`src/rtl/csr_timer_irq_gen.sv`:
```
// Machine timer + software interrupt source with a small CSR-style register window.
// Registered irq outputs (1-cycle latency); combinational rdata; no backpressure, writes always accepted.
module csr_timer_irq_gen #(
  parameter int unsigned PRESCALE   = 1,
  parameter logic [31:0] PERIOD_RST = 32'd100
) (
  input  logic        clk,
  input  logic        rst,
  input  logic [4:0]  addr,
  input  logic [31:0] wdata,
  input  logic        we,
  output logic [31:0] rdata,
  output logic        timer_irq,
  output logic        sw_irq,
  input  logic        timer_irq_ack
);

  localparam int unsigned PW = (PRESCALE > 1) ? $clog2(PRESCALE) : 1;
  localparam logic [PW-1:0] PRESC_MAX = PW'(PRESCALE - 1);

  localparam logic [2:0] R_MTIME_LO = 3'd0;
  localparam logic [2:0] R_MTIME_HI = 3'd1;
  localparam logic [2:0] R_CMP_LO   = 3'd2;
  localparam logic [2:0] R_CMP_HI   = 3'd3;
  localparam logic [2:0] R_MSIP     = 3'd4;
  localparam logic [2:0] R_CTRL     = 3'd5;
  localparam logic [2:0] R_PERIOD   = 3'd6;

  logic [63:0]   mtime_q, mtime_d;
  logic [63:0]   mtimecmp_q, mtimecmp_d;
  logic          msip_q, msip_d;
  logic [1:0]    ctrl_q, ctrl_d;
  logic [31:0]   period_q, period_d;
  logic [PW-1:0] presc_q, presc_d;
  logic          timer_irq_q, timer_irq_d;
  logic          sw_irq_q, sw_irq_d;

  logic [2:0] idx;
  logic       tick;
  logic       unused_addr_bits;

  assign idx              = addr[4:2];
  assign unused_addr_bits = ^addr[1:0];
  assign tick             = ctrl_q[0] && (presc_q == PRESC_MAX);

  always_comb begin
    mtime_d     = mtime_q;
    mtimecmp_d  = mtimecmp_q;
    msip_d      = msip_q;
    ctrl_d      = ctrl_q;
    period_d    = period_q;
    presc_d     = presc_q;
    timer_irq_d = ctrl_q[0] && (mtime_q >= mtimecmp_q);
    sw_irq_d    = msip_q;

    if (ctrl_q[0]) begin
      presc_d = tick ? '0 : presc_q + PW'(1);
      if (tick) mtime_d = mtime_q + 64'd1;
    end

    // A software write to mtime overrides the increment and restarts the prescale phase.
    if (we && (idx == R_MTIME_LO)) begin
      mtime_d = {mtime_q[63:32], wdata};
      presc_d = '0;
    end else if (we && (idx == R_MTIME_HI)) begin
      mtime_d = {wdata, mtime_q[31:0]};
      presc_d = '0;
    end

    if (we && (idx == R_CMP_LO)) begin
      mtimecmp_d = {mtimecmp_q[63:32], wdata};
    end else if (we && (idx == R_CMP_HI)) begin
      mtimecmp_d = {wdata, mtimecmp_q[31:0]};
    end else if (ctrl_q[1] && timer_irq_ack && timer_irq_q) begin
      mtimecmp_d = mtimecmp_q + {32'd0, period_q};
    end

    if (we && (idx == R_MSIP))   msip_d   = wdata[0];
    if (we && (idx == R_CTRL))   ctrl_d   = wdata[1:0];
    if (we && (idx == R_PERIOD)) period_d = wdata;
  end

  always_ff @(posedge clk) begin
    if (rst) begin
      mtime_q     <= 64'd0;
      mtimecmp_q  <= 64'hFFFF_FFFF_FFFF_FFFF;
      msip_q      <= 1'b0;
      ctrl_q      <= 2'b00;
      period_q    <= PERIOD_RST;
      presc_q     <= '0;
      timer_irq_q <= 1'b0;
      sw_irq_q    <= 1'b0;
    end else begin
      mtime_q     <= mtime_d;
      mtimecmp_q  <= mtimecmp_d;
      msip_q      <= msip_d;
      ctrl_q      <= ctrl_d;
      period_q    <= period_d;
      presc_q     <= presc_d;
      timer_irq_q <= timer_irq_d;
      sw_irq_q    <= sw_irq_d;
    end
  end

  always_comb begin
    rdata = 32'd0;
    case (idx)
      R_MTIME_LO: rdata = mtime_q[31:0];
      R_MTIME_HI: rdata = mtime_q[63:32];
      R_CMP_LO:   rdata = mtimecmp_q[31:0];
      R_CMP_HI:   rdata = mtimecmp_q[63:32];
      R_MSIP:     rdata = {31'd0, msip_q};
      R_CTRL:     rdata = {30'd0, ctrl_q};
      R_PERIOD:   rdata = period_q;
      default:    rdata = 32'd0;
    endcase
  end

  assign timer_irq = timer_irq_q;
  assign sw_irq    = sw_irq_q;

endmodule

```
`config.mk`:
```
export PLATFORM = sky130hd
export DESIGN_NAME = csr_timer_irq_gen
export DESIGN_NICKNAME = d
export VERILOG_FILES = /design/src/rtl/csr_timer_irq_gen.sv
export SDC_FILE = /design/constraint.sdc
export NUM_CORES = 1
export LEC_CHECK = 0
export CORE_UTILIZATION = 31
export CTS_CLUSTER_SIZE = 10
export DETAILED_ROUTE_END_ITERATION = 12
export HOLD_SLACK_MARGIN = 0.02
export PLACE_DENSITY = 0.46
export SLEW_MARGIN = 20
export SYNTH_ARGS = -nofsm -noshare
export SYNTH_HDL_FRONTEND = slang
export SYNTH_SLANG_ARGS = --single-unit
```
`constraint.sdc`:
```
create_clock -name clk -period 3.9 [get_ports clk]
set_input_delay 0.585 -clock clk [delete_from_list [all_inputs] [get_ports clk]]
set_output_delay 0.585 -clock clk [all_outputs]
set_load 0.01 [all_outputs]
```
Wiring by layer:
Drawn at 2 px/um. Two of the layers only.
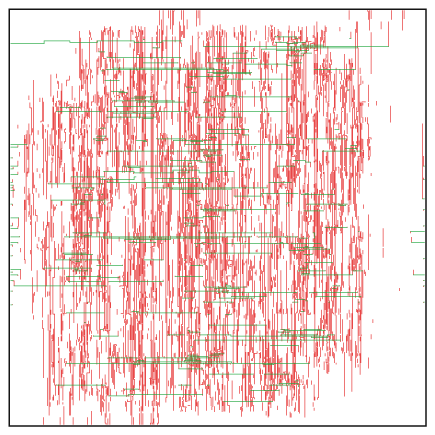
- met2: red (wire length 24.6 mm)
- met3: green (wire length 3740 um)
gr usage total: 25.8%
drt total wl: 56300 um

Pin placement:
Drawn at 2 px/um. Pins as bars across the die edge, other pins in gray.
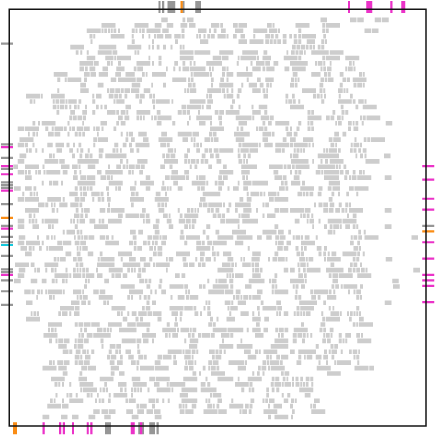
- `addr`: orange (pins 5; direction input; edge 2 bottom, 1 right, 1 top, 1 left)
- `wdata`: magenta (pins 32; direction input; edge 10 right, 9 bottom, 7 top, 6 left)
- `timer_irq`: cyan (pins 1; direction output; edge left)
DIE WIDTH: 208 um
DIE HEIGHT: 208 um
PortBufs: 72

==> flow_summary.json <==
{
  "status": "finished, final reports clean",
  "syn-cell-area_mm2": 0.0131,
  "clockPowerShare_pct": 35.8,
  "dr.first_iter.drc_count": 1436,
  "nonClkBufAreaFrac_pct": 8.11,
  "synthFlopType": "dfxtp_1",
  "fin_setup_tns_ps": 0,
  "final_cells": 2372,
  "cp-start-kind": "flop",
  "hold_end": "period_q[7]",
  "post_drt_wl_per_cell_um": 23.7,
  "async_flop_share_pct": 0,
  "dpl.cell_count": 2340,
  "arrival_ps": 3860,
  "crit_required_ps": 4290,
  "comb_power_share_pct": 28.9,
  "post_cts_buffers": 0,
  "internal-power_uw": 3460,
  "p_clk_uw": 1910,
  "crit_path_start": "mtimecmp_q[0]",
  "ff2ff_setup_slack_ps": 430,
  "layout.nets": 1966,
  "coreArea_mm2": 0.0413,
  "postSynthCellCount": 1775,
  "max_stage_delay_ps": 510,
  "initial_core_util_pct": 31.7,
  "grt_use_met2_pct": 39.7,
  "synth_cell_types": 87,
  "max_freq_mhz": 288,
  "final-clk-cell-share_pct": 4.13,
  "comb_cell_power_uw": 1540,
  "holdCritPathClass": "reg2reg",
  "crit_chain": "ha_1 > fa_1 > a211o_1 > a21oi_1 > o21a_1 > a21oi_2 > a311oi_2 > nor3_2 > and4b_1 > and3_1 > o31ai_1",
  "crit_end": "mtimecmp_q[60]",
  "final_cell_area_mm2": 0.0153,
  "switching_share_pct": 35.1,
  "grt.overflow.total": 0,
  "warnings": 28,
  "top_cell_area_share_pct": 25.4,
  "htree_num_levels": 4,
  "synthAoiAreaFrac_pct": 27.8,
  "lay_top_count": "nand2_1",
  "crit_family": "AND-OR/OR-AND gates",
  "vias_per_cell": 5.94
}
Wires at chosen ports, followed through buffers:
Drawn at 1.5 px/um.
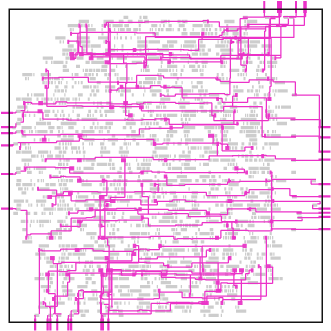
- `wdata`: magenta (bits 32; direction input; end cells 165; buffers 32; wire 6750 um)
num ports: 75

